==> images/wires.png <==
Bar = 50 um.
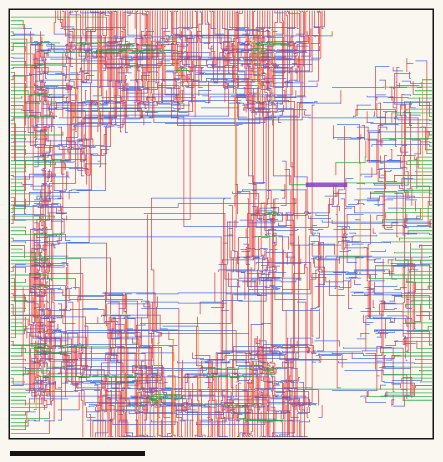
==> images/sizes.png <==
Bar = 50 um.
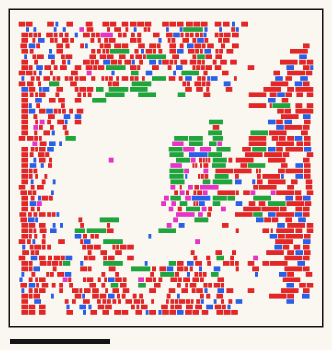
==> config.mk <==
export PLATFORM = sky130hd
export DESIGN_NAME = mul_rr_arbiter
export DESIGN_NICKNAME = d
export VERILOG_FILES = /design/src/rtl/mul_rr_arbiter.sv
export SDC_FILE = /design/constraint.sdc
export NUM_CORES = 1
export LEC_CHECK = 0
export CAP_MARGIN = 20
export CORE_AREA = 4 4 152 154
export DETAILED_ROUTE_END_ITERATION = 10
export DIE_AREA = 0 0 156 158
export PLACE_DENSITY = 0.61
export SLEW_MARGIN = 30
export SYNTH_ARGS = -nofsm -noshare
export SYNTH_HDL_FRONTEND = slang
export SYNTH_SLANG_ARGS = --single-unit
==> constraint.sdc <==
create_clock -name CLK -period 2.3 [get_ports CLK]
set_clock_uncertainty 0.15 [all_clocks]
set_input_delay 0.345 -clock CLK [delete_from_list [all_inputs] [get_ports CLK]]
set_output_delay 0.345 -clock CLK [all_outputs]
set_load 0.01 [all_outputs]
==> flow_metrics.tcl <==
# implementation run metrics
set metrics [dict create \
    gr-total-overflow 0 \
    cap_viol_max_count 0 \
    count_of_library_flops_with_an_enable_pin 0 \
    fp_density 0.186 \
    maximum_number_of_pins_on_one_net_before_global_route_repair 53 \
    finalWeightedCongestion 0.892 \
    final_layout_size_suffix_gt1_frac 0.277 \
    ys_ff 46 \
    switchingPower_mw 3.39 \
    cell_internal_pwr_mw 4.74 \
    cts_inserted_buffers 5 \
    place.port_buffers 399 \
    clock_power_share 0.087 \
    setup_viol_count_final 68 \
    yosysWarnings 0 \
    cp_cell_sequence "and2b_2, o311ai_4, buf_12, buf_12, buf_16, nand3_2, nand4_1, buf_2" \
    required_ns 1.80 \
    whs_ns 0.198 \
    yosys_cell_count 518 \
    drt_pre_antenna_iters 6 \
    rows 54 \
    slew-limit-headroom 0.541 \
    fin_ws_ns -0.333 \
    cpPeakStageDelay_ns 0.54 \
    netlist.top_cell.by_area "sky130_fd_sc_hd__nand4_1" \
    use_met2 0.354 \
    global_route_wire_length_before_repair_um 38800 \
    detail_route.vias_per_cell 5.25 \
    timing.final.max_slew_violations 0 \
    worstSkewPairLatency_ns 0.28 \
    path_delay_family "buffers and inverters" \
    number_of_global_route_vias_before_repair 6641 \
    ff2ff_path_depth 5 \
    holdCritPathClass "register to register" \
    initialDrtViolationCount 551 \
    cts.clk_slew.worst_paths_ns 0.06 \
    min_period_over_period 1.14 \
    final.min_clock_period_ns 2.63 \
    detailedPlace.worstSlack_ns -0.444 \
    cts.sink_count 46 \
    grt_util_met1 0.246 \
    critPathCaptureType "output port" \
    net_count_reported_at_finish 1225 \
    cpMostUsedCell "sky130_fd_sc_hd__buf_12" \
    synth.cell_area_um2 4020 \
    yosys.stat.seqShare 0.287 \
    placed_area_um2 8480 \
    rsz_0062_raised_after_global_routing "true" \
    final_core_utilization 0.435 \
    critical_path.slowest_cell "sky130_fd_sc_hd__dfstp_2" \
    netlist.top_cell.by_instances "sky130_fd_sc_hd__nand4_1" \
    max-clock-path-buffers 2 \
    outcome "finished, violations left" \
    timing_worst_slew_pin_value_ns 0.689 \
    ir_drop_v 0.000428 \
    failed_checks "setup timing" \
    largest_register_ff_count 32 \
]
-- wires.png (at the start) --
Key: metal 4 = orange [wire length 612 um]; metal 5 = purple [wire length 13.8 um]; metal 2 = red [wire length 13600 um]; metal 3 = green [wire length 2300 um]; metal 1 = blue [wire length 10500 um]
overall track demand over capacity in global routing: 0.202
aggregate routed wire length: 27000 um
detail-routed net length per standard cell: 22.3 um
total vias in the final route: 6367

-- sizes.png (at the start) --
Key: _6 and larger = green [cells 66, share 7.1%, most used buf_12]; _2 cells = blue [cells 154, share 17%, most used buf_2]; _3 and _4 cells = magenta [cells 38, share 4.1%, most used buf_4]; _0 and _1 cells = red [cells 673, share 72%, most used clkdlybuf4s50_1]
Design Area, Final: 9430 um^2
worst-case setup margin in the final layout: -0.333 ns
number of buffers outside the clock class in the layout: 484
layout overhead on the synthesized area: 134%

==> area by class of cell <==
class | count | area [um^2] | area share
repair buffers | 484 | 4990 | 0.529
multi-input cells | 390 | 2770 | 0.294
flip-flops and latches | 46 | 1150 | 0.122
well taps | 280 | 350 | 0.0371
clock buffers | 8 | 146 | 0.0155
inverters | 3 | 11.3 | 0.00119
diodes | 2 | 5.00 | 0.000531
==> kinds of logic (layout without fill, tap and decap cells) <==
family / after synthesis / in the layout / synth area share
buf+inv: 82 / 495 / 0.107
flops: 46 / 46 / 0.287
other cells: 0 / 2 / 0
compound gates: 12 / 12 / 0.0224
mux: 32 / 32 / 0.0896
simple gates: 345 / 345 / 0.492
fa+ha+maj: 1 / 1 / 0.00311
==> per-layer routing <==
layer | vias to the layer above | routed length (um)
met3 | 46 | 2300
met1 | 3075 | 10500
met4 | 2 | 612
li1 | 2894 | -
met2 | 350 | 13600
met5 | - | 13
==> repair_timing <==
item	CTS	global route
hold endpoints to repair	20	0
buffers inserted	23	4
gates resized	331	40
setup endpoints to repair	68	68
gates cloned	13	4
pin swaps	72	75
hold buffers	1	0
==> through the flow <==
| stage | instances | setup TNS, ns | total power [mW] |
|---|---|---|---|
| final | 1213 | -18.93 | 8.14 |
| after global routing | 1212 | -24.42 | 8.59 |
| after CTS | 1205 | -20.92 | 7.78 |
| after detailed placement | 1161 | -24.52 | 5.86 |
| after global placement | 1161 | -23.93 | 5.88 |
| after floorplan | 518 | 0 | 3.17 |
==> power groups by stage <==
stage               registers, mW  clock network [mW]  logic, mW
floorplan                    1.04                   0       2.13
global placement             1.02                   0       4.86
detailed placement           1.03                   0       4.83
CTS                          1.01               0.725       6.04
global route                 1.03               0.762       6.80
finish                       1.01               0.710       6.42
Power is estimated from default activity; no workload was simulated.
